[src/rtl/alu_seq_pkg.sv]
// rtl/alu_seq_pkg.sv - shared states, funct3 codes and ALU select encodings for alu_op_sequencer
package alu_seq_pkg;

    typedef enum logic [1:0] {
        ST_IDLE  = 2'd0,
        ST_EXEC  = 2'd1,
        ST_SHIFT = 2'd2,
        ST_RESP  = 2'd3
    } state_t;

    localparam logic [2:0] F3_ADD  = 3'b000;
    localparam logic [2:0] F3_SLL  = 3'b001;
    localparam logic [2:0] F3_SLT  = 3'b010;
    localparam logic [2:0] F3_SLTU = 3'b011;
    localparam logic [2:0] F3_XOR  = 3'b100;
    localparam logic [2:0] F3_SRL  = 3'b101;
    localparam logic [2:0] F3_OR   = 3'b110;
    localparam logic [2:0] F3_AND  = 3'b111;

    localparam logic [2:0] F3_BEQ  = 3'b000;
    localparam logic [2:0] F3_BNE  = 3'b001;
    localparam logic [2:0] F3_BLT  = 3'b100;
    localparam logic [2:0] F3_BGE  = 3'b101;
    localparam logic [2:0] F3_BLTU = 3'b110;
    localparam logic [2:0] F3_BGEU = 3'b111;

    // {S2,S1,S0,Cin}
    localparam logic [3:0] ALU_SEL_ADD = 4'b0000;
    localparam logic [3:0] ALU_SEL_SUB = 4'b0011;
    localparam logic [3:0] ALU_SEL_AND = 4'b1000;
    localparam logic [3:0] ALU_SEL_OR  = 4'b1001;
    localparam logic [3:0] ALU_SEL_XOR = 4'b1010;

    // Shifts never reach this: they keep the ALU on ADD (all selects low).
    function automatic logic [3:0] sel_decode(input logic [2:0] f3, input logic f7b5,
                                              input logic is_imm, input logic is_br);
        logic [3:0] sel;
        sel = ALU_SEL_ADD;
        if (is_br) begin
            sel = ALU_SEL_SUB;
        end else begin
            case (f3)
                F3_ADD:          sel = (f7b5 && !is_imm) ? ALU_SEL_SUB : ALU_SEL_ADD;
                F3_SLT, F3_SLTU: sel = ALU_SEL_SUB;
                F3_XOR:          sel = ALU_SEL_XOR;
                F3_OR:           sel = ALU_SEL_OR;
                F3_AND:          sel = ALU_SEL_AND;
                default:         sel = ALU_SEL_ADD;
            endcase
        end
        return sel;
    endfunction

endpackage

[src/rtl/alu_op_sequencer_if.sv]
// rtl/alu_op_sequencer_if.sv - request, ALU and response signals of alu_op_sequencer
interface alu_op_sequencer_if #(parameter int SIZE = 32);

    logic            req_valid;
    logic            req_ready;
    logic [2:0]      req_funct3;
    logic            req_funct7b5;
    logic            req_is_imm;
    logic            req_is_branch;
    logic [SIZE-1:0] req_a;
    logic [SIZE-1:0] req_b;

    logic [SIZE-1:0] alu_a;
    logic [SIZE-1:0] alu_b;
    logic            alu_s2;
    logic            alu_s1;
    logic            alu_s0;
    logic            alu_cin;
    logic [SIZE-1:0] alu_y;
    logic            alu_v;
    logic            alu_c;
    logic            alu_n;
    logic            alu_z;

    logic            rsp_valid;
    logic            rsp_ready;
    logic [SIZE-1:0] rsp_result;
    logic            rsp_taken;

    modport master (
        input  req_valid, req_funct3, req_funct7b5, req_is_imm, req_is_branch, req_a, req_b,
        output req_ready,
        output alu_a, alu_b, alu_s2, alu_s1, alu_s0, alu_cin,
        input  alu_y, alu_v, alu_c, alu_n, alu_z,
        output rsp_valid, rsp_result, rsp_taken,
        input  rsp_ready
    );

    modport slave (
        output req_valid, req_funct3, req_funct7b5, req_is_imm, req_is_branch, req_a, req_b,
        input  req_ready,
        input  alu_a, alu_b, alu_s2, alu_s1, alu_s0, alu_cin,
        output alu_y, alu_v, alu_c, alu_n, alu_z,
        input  rsp_valid, rsp_result, rsp_taken,
        output rsp_ready
    );

endinterface

[src/rtl/alu_seq_cond.sv]
// rtl/alu_seq_cond.sv - funct3 + V/C/N/Z to SLT/SLTU bit and branch outcome
// Branch outcome only exists when ALU_SEQ_BRANCH_EN is defined; otherwise taken is 0.
module alu_seq_cond
    import alu_seq_pkg::*;
(
    input  logic [2:0] funct3,
    input  logic       v,
    input  logic       c,
    input  logic       n,
    input  logic       z,
    output logic       slt_bit,
    output logic       taken
);

    // Flags come from A-B: signed less-than is N^V, unsigned less-than is a borrow (~C).
    assign slt_bit = (funct3 == F3_SLTU) ? ~c : (n ^ v);

`ifdef ALU_SEQ_BRANCH_EN
    always_comb begin
        taken = 1'b0;
        case (funct3)
            F3_BEQ:  taken = z;
            F3_BNE:  taken = ~z;
            F3_BLT:  taken = n ^ v;
            F3_BGE:  taken = ~(n ^ v);
            F3_BLTU: taken = ~c;
            F3_BGEU: taken = c;
            default: taken = 1'b0;
        endcase
    end
`else
    logic unused_z;
    assign unused_z = z;
    assign taken    = 1'b0;
`endif

endmodule

[src/rtl/alu_op_sequencer.sv]
// rtl/alu_op_sequencer.sv - multi-cycle RV32I op/branch initiator around an external shifterless ALU
// Branch handling is built only when ALU_SEQ_BRANCH_EN is defined.
module alu_op_sequencer
    import alu_seq_pkg::*;
#(
    parameter int SIZE    = 32,
    parameter int SHAMT_W = 5
) (
    input  logic               clk,
    input  logic               rst_n,
    alu_op_sequencer_if.master bus
);

    state_t               state;
    state_t               state_nxt;
    logic [SHAMT_W-1:0]   cnt;
    logic [2:0]           op_f3;
    logic                 op_f7b5;
    logic                 op_br;
    logic [3:0]           sel;
    logic [SIZE-1:0]      a_q;
    logic [SIZE-1:0]      b_q;
    logic [SIZE-1:0]      res_q;
    logic                 taken_q;

    logic                 req_fire;
    logic                 req_br;
    logic                 req_shift;
    logic                 slt_bit;
    logic                 cond_taken;
    logic [SIZE-1:0]      shifted;
    logic [SIZE-1:0]      exec_result;

`ifdef ALU_SEQ_BRANCH_EN
    assign req_br = bus.req_is_branch;
`else
    logic unused_br;
    assign unused_br = bus.req_is_branch;
    assign req_br    = 1'b0;
`endif

    assign req_fire  = bus.req_valid && (state == ST_IDLE);
    assign req_shift = !req_br && ((bus.req_funct3 == F3_SLL) || (bus.req_funct3 == F3_SRL));

    always_ff @(posedge clk or negedge rst_n) begin
        if (!rst_n) begin
            state <= ST_IDLE;
        end else begin
            state <= state_nxt;
        end
    end

    always_comb begin
        state_nxt = state;
        case (state)
            ST_IDLE:  if (req_fire) state_nxt = req_shift ? ST_SHIFT : ST_EXEC;
            ST_EXEC:  state_nxt = ST_RESP;
            ST_SHIFT: if (cnt == '0) state_nxt = ST_RESP;
            ST_RESP:  if (bus.rsp_ready) state_nxt = ST_IDLE;
            default:  state_nxt = ST_IDLE;
        endcase
    end

    alu_seq_cond u_cond (
        .funct3  (op_f3),
        .v       (bus.alu_v),
        .c       (bus.alu_c),
        .n       (bus.alu_n),
        .z       (bus.alu_z),
        .slt_bit (slt_bit),
        .taken   (cond_taken)
    );

    always_comb begin
        exec_result = bus.alu_y;
        if (!op_br && ((op_f3 == F3_SLT) || (op_f3 == F3_SLTU))) begin
            exec_result = {{(SIZE-1){1'b0}}, slt_bit};
        end
    end

    // alu_a doubles as the shift working register; the ALU is parked on ADD meanwhile.
    always_comb begin
        if (op_f3 == F3_SLL) begin
            shifted = {a_q[SIZE-2:0], 1'b0};
        end else if (op_f7b5) begin
            shifted = {a_q[SIZE-1], a_q[SIZE-1:1]};
        end else begin
            shifted = {1'b0, a_q[SIZE-1:1]};
        end
    end

    always_ff @(posedge clk or negedge rst_n) begin
        if (!rst_n) begin
            cnt     <= '0;
            op_f3   <= '0;
            op_f7b5 <= 1'b0;
            op_br   <= 1'b0;
            sel     <= ALU_SEL_ADD;
            a_q     <= '0;
            b_q     <= '0;
            res_q   <= '0;
            taken_q <= 1'b0;
        end else begin
            case (state)
                ST_IDLE: begin
                    if (req_fire) begin
                        a_q     <= bus.req_a;
                        b_q     <= bus.req_b;
                        op_f3   <= bus.req_funct3;
                        op_f7b5 <= bus.req_funct7b5;
                        op_br   <= req_br;
                        cnt     <= req_shift ? bus.req_b[SHAMT_W-1:0] : '0;
                        sel     <= req_shift ? ALU_SEL_ADD
                                             : sel_decode(bus.req_funct3, bus.req_funct7b5,
                                                          bus.req_is_imm, req_br);
                    end
                end
                ST_EXEC: begin
                    res_q   <= exec_result;
                    taken_q <= op_br & cond_taken;
                end
                ST_SHIFT: begin
                    if (cnt != '0) begin
                        a_q <= shifted;
                        cnt <= cnt - SHAMT_W'(1);
                    end else begin
                        res_q   <= a_q;
                        taken_q <= 1'b0;
                    end
                end
                default: ;
            endcase
        end
    end

    assign bus.req_ready  = (state == ST_IDLE);
    assign bus.rsp_valid  = (state == ST_RESP);
    assign bus.rsp_result = res_q;
    assign bus.rsp_taken  = taken_q;
    assign bus.alu_a      = a_q;
    assign bus.alu_b      = b_q;
    assign {bus.alu_s2, bus.alu_s1, bus.alu_s0, bus.alu_cin} = sel;

endmodule
[src/flat_wrapper.sv]
// flat-port wrapper written by rule: the top's interface ports become plain ports
module alu_op_sequencer_flat import alu_seq_pkg::*;
#(
    parameter int SIZE    = 32,
    parameter int SHAMT_W = 5
)
  (clk, rst_n, bus_req_valid, bus_req_funct3, bus_req_funct7b5, bus_req_is_imm, bus_req_is_branch, bus_req_a, bus_req_b, bus_req_ready, bus_alu_a, bus_alu_b, bus_alu_s2, bus_alu_s1, bus_alu_s0, bus_alu_cin, bus_alu_y, bus_alu_v, bus_alu_c, bus_alu_n, bus_alu_z, bus_rsp_valid, bus_rsp_result, bus_rsp_taken, bus_rsp_ready);
  alu_op_sequencer_if #(.SIZE(SIZE)) bus_i ();
  input  logic clk;
  input  logic rst_n;
  input wire logic [$bits(bus_i.req_valid)-1:0] bus_req_valid;
  input wire logic [$bits(bus_i.req_funct3)-1:0] bus_req_funct3;
  input wire logic [$bits(bus_i.req_funct7b5)-1:0] bus_req_funct7b5;
  input wire logic [$bits(bus_i.req_is_imm)-1:0] bus_req_is_imm;
  input wire logic [$bits(bus_i.req_is_branch)-1:0] bus_req_is_branch;
  input wire logic [$bits(bus_i.req_a)-1:0] bus_req_a;
  input wire logic [$bits(bus_i.req_b)-1:0] bus_req_b;
  output wire logic [$bits(bus_i.req_ready)-1:0] bus_req_ready;
  output wire logic [$bits(bus_i.alu_a)-1:0] bus_alu_a;
  output wire logic [$bits(bus_i.alu_b)-1:0] bus_alu_b;
  output wire logic [$bits(bus_i.alu_s2)-1:0] bus_alu_s2;
  output wire logic [$bits(bus_i.alu_s1)-1:0] bus_alu_s1;
  output wire logic [$bits(bus_i.alu_s0)-1:0] bus_alu_s0;
  output wire logic [$bits(bus_i.alu_cin)-1:0] bus_alu_cin;
  input wire logic [$bits(bus_i.alu_y)-1:0] bus_alu_y;
  input wire logic [$bits(bus_i.alu_v)-1:0] bus_alu_v;
  input wire logic [$bits(bus_i.alu_c)-1:0] bus_alu_c;
  input wire logic [$bits(bus_i.alu_n)-1:0] bus_alu_n;
  input wire logic [$bits(bus_i.alu_z)-1:0] bus_alu_z;
  output wire logic [$bits(bus_i.rsp_valid)-1:0] bus_rsp_valid;
  output wire logic [$bits(bus_i.rsp_result)-1:0] bus_rsp_result;
  output wire logic [$bits(bus_i.rsp_taken)-1:0] bus_rsp_taken;
  input wire logic [$bits(bus_i.rsp_ready)-1:0] bus_rsp_ready;
  assign bus_i.req_valid = bus_req_valid;
  assign bus_i.req_funct3 = bus_req_funct3;
  assign bus_i.req_funct7b5 = bus_req_funct7b5;
  assign bus_i.req_is_imm = bus_req_is_imm;
  assign bus_i.req_is_branch = bus_req_is_branch;
  assign bus_i.req_a = bus_req_a;
  assign bus_i.req_b = bus_req_b;
  assign bus_req_ready = bus_i.req_ready;
  assign bus_alu_a = bus_i.alu_a;
  assign bus_alu_b = bus_i.alu_b;
  assign bus_alu_s2 = bus_i.alu_s2;
  assign bus_alu_s1 = bus_i.alu_s1;
  assign bus_alu_s0 = bus_i.alu_s0;
  assign bus_alu_cin = bus_i.alu_cin;
  assign bus_i.alu_y = bus_alu_y;
  assign bus_i.alu_v = bus_alu_v;
  assign bus_i.alu_c = bus_alu_c;
  assign bus_i.alu_n = bus_alu_n;
  assign bus_i.alu_z = bus_alu_z;
  assign bus_rsp_valid = bus_i.rsp_valid;
  assign bus_rsp_result = bus_i.rsp_result;
  assign bus_rsp_taken = bus_i.rsp_taken;
  assign bus_i.rsp_ready = bus_rsp_ready;
  alu_op_sequencer #(.SIZE(SIZE), .SHAMT_W(SHAMT_W)) u_core (.clk(clk), .rst_n(rst_n), .bus(bus_i));
endmodule
[config.mk]
export PLATFORM = sky130hd
export DESIGN_NAME = alu_op_sequencer_flat
export DESIGN_NICKNAME = d
export VERILOG_FILES = /design/src/rtl/alu_seq_pkg.sv /design/src/rtl/alu_op_sequencer_if.sv /design/src/rtl/alu_seq_cond.sv /design/src/rtl/alu_op_sequencer.sv /design/src/flat_wrapper.sv
export SDC_FILE = /design/constraint.sdc
export NUM_CORES = 1
export LEC_CHECK = 0
export ABC_AREA = 1
export CORE_ASPECT_RATIO = 0.6
export CORE_MARGIN = 2
export CORE_UTILIZATION = 26
export DETAILED_ROUTE_END_ITERATION = 7
export PLACE_DENSITY = 0.58
export SLEW_MARGIN = 20
export SYNTH_ARGS = -nofsm -noshare
export SYNTH_HDL_FRONTEND = slang
export SYNTH_HIERARCHICAL = 1
export SYNTH_SLANG_ARGS = --single-unit
[constraint.sdc]
create_clock -name clk -period 2.06 [get_ports clk]
set_clock_uncertainty 0.05 [all_clocks]
set_input_delay 0.309 -clock clk [delete_from_list [all_inputs] [get_ports clk]]
set_output_delay 0.309 -clock clk [all_outputs]
set_load 0.02 [all_outputs]
### Pin placement

Drawn at 2 px/um. Pins as bars across the die edge, other pins in grey.
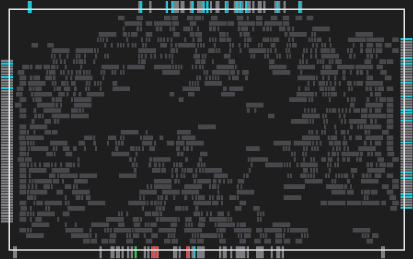
- bus_req_funct3: red (pins 3; direction input; edge bottom)
- bus_alu_a: cyan (pins 32; direction output; edge 14 top, 14 right, 3 left, 1 bottom)
- bus_req_is_imm: green (pins 1; direction input; edge bottom)
- all pins by edge: 63 right, 60 left, 48 bottom, 42 top
die width: 196.7 um
PortBufs: 208
die y size: 119.6 um

==> run_results.csv <==
group,metric,value,unit
status,status,"finished, final reports clean",
finish,synthToLayoutAreaGrowth,47.88,%
clocking,cts_buffers,9,
place,placed_area,8249,sq um
critical_path,r2r_cells,7,
drt,ant_nets,0,
critical_path,endpoint_kind,"primary output",
critical_path,r2r_setup_slack,0.26,ns
sta,fmax,0.5376,GHz
clocking,cts_sinks,110,
finish,lay_top_cells,"nand2_1 (422), clkdlybuf4s50_1 (205), dfrtp_1 (110)",
floorplan,boundaryPins,213,
finish,comb_area,2491,sq um
sta,setup_tns,0,ns
grt,track_usage,16.58,%
critical_path,cp_max_fo,7,
power_and_ir_drop,powerDensity,1662,nW/um^2
power_and_ir_drop,seqPwrFrac,27.8,%
clocking,root_buffer,"clkbuf_16",
critical_path,rr_endpoint,"u_core/bus.alu_a[0]$_DFFE_PN0P_",
clocking,clkTransAtPathRegs,0.07,ns
critical_path,critical_path.reg2reg.startpoint,"u_core/state[0]$_DFFE_PN0P_",
drt,drt_iter0_drc,366,
critical_path,critPathLaunchType,"flip-flop",
sta,hold_viol,0,
finish,final_cells,1297,
power_and_ir_drop,p_leak,4.413,nW
logic_synthesis,syn_area,5793,sq um
power_and_ir_drop,combPwrFrac,59.3,%
place,place_inst,1280,
logic_synthesis,ys.warnings.count,6,
finish,n_antenna_cell,0,
drt,via_count,5587,
grt,antenna_found_initial,0,
worst_hold_path,min_path_type,"input port to async pin",
sta,min_period,1.860,ns
grt,grt_max_degree,64,
grt,grt_pass1_vias,5700,
finish,layout-drive-gt1-share,4.550,%
drt,drt_wl_total,18520,um
power_and_ir_drop,ir_worst_vdd,0.0005539,V
finish,lay_top_count,"nand2_1",
critical_path,worstPathRequired,1.70,ns
clocking,ctsHtreeMaxLevel,3,
power_and_ir_drop,p_int,7.736,mW
critical_path,arrival,1.50,ns
power_and_ir_drop,p_sw_share,45.68,%
sta,report.final.slew_viol_count,0,
grt,grt_pass1_wl,30490,um
floorplan,fp-row-count,42,
finish,fin_nets,1120,
sta,holdWs,0.3314,ns
floorplan,dieArea,23530,sq um
clocking,clock.latency.late_pin,0.36,ns
drt,drc_errors,0,
flow_run,max_cap_viol_count,0,
sta,setup_violations,0,
logic_synthesis,synthCells,808,
power_and_ir_drop,p_total,14.24,mW
power_and_ir_drop,switchingPower,6.506,mW
clocking,cts_buffer_depth,2,
clocking,cts_tree,"done",
### Sequential cells coloured by netlist name

Drawn at 2 px/um. Other sequential cells in the stronger grey, the rest of the logic in the fainter grey.
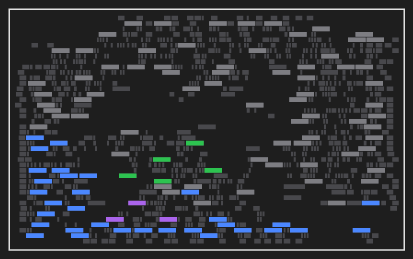
- u_core/sel: purple (sequential cells 3)
- u_core/bus.alu_b: blue (sequential cells 32)
- u_core/cnt: green (sequential cells 5)
Seq power: 3.96 mW
Reg area: 2753 sq um
Seq area share: 32.13%
Layout Utilization: 39.00%

-- power groups by stage --
stage	clock [mW]	sequential (mW)	combinational (mW)
after floorplan	0	4.99	3.89
after global placement	0	3.98	8.43
after detailed placement	0	3.98	8.55
after CTS	1.94	3.97	8.55
after global routing	2.01	4.13	9.41
final	1.83	3.96	8.45
-- worst max-delay path, cell delays in order (launching register included) --
cell and delay [ns]:
dfrtp_1 0.40, inv_1 0.09, ha_2 0.27, dlygate4sd2_1 0.37
-- area by class of cell --
class | count | area share [%]
timing repair buffer | 224 | 27.18
clock buffer | 11 | 2.833
clock inverter | 5 | 0.6864
multi-input combinational | 573 | 29.08
sequential | 110 | 32.13
tap | 286 | 4.177
inverter | 88 | 3.914
-- stage by stage --
stage / utilization [%] / setup slack, ns
final: 39.00 / 0.1999
after global routing: 39.00 / 0.07506
after CTS: 38.97 / 0.05645
after detailed placement: 37.55 / 0.1356
after global placement: 37.55 / 0.1627
after floorplan: - / 0.4203
-- worst max-delay path by stage --
stage	end	slack (ns)
after floorplan	u_core/bus.alu_a[3]$_DFFE_PN0P_	0.42
after global placement	u_core/cnt[0]$_DFFE_PN0P_	0.16
after detailed placement	u_core/cnt[3]$_DFFE_PN0P_	0.14
after CTS	bus_rsp_valid	0.06
after global routing	bus_req_ready	0.08
final	bus_req_ready	0.20
-- metal layers --
| metal | up-vias | part of all wire, % | track usage (%) |
|---|---|---|---|
| li1 | 2858 | - | - |
| met1 | 2531 | 53 | 24.80 |
| met2 | 186 | 38 | 22.94 |
| met3 | 12 | 8.4 | 5.537 |
| met4 | 0 | 0.84 | 3.383 |
| met5 | - | 0 | 0 |
-- flip-flops by register name, summed over array words and instances (netlist names) --
register / cells
u_core/bus.rsp_result: 32
u_core/op_f3: 3
u_core/op_f7b5: 1
u_core/bus.alu_a: 32
u_core/cnt: 5
u_core/state: 2
u_core/bus.alu_b: 32
u_core/sel: 3
-- timing repair --
item / 4_1_cts / 5_1_grt
hold buffers: 1 / 0
gates resized: 1 / 4
setup endpoints to repair: 1 / 7
hold endpoints to repair: 17 / 0
No activity file was given, so power comes from the tool's default toggle rates.
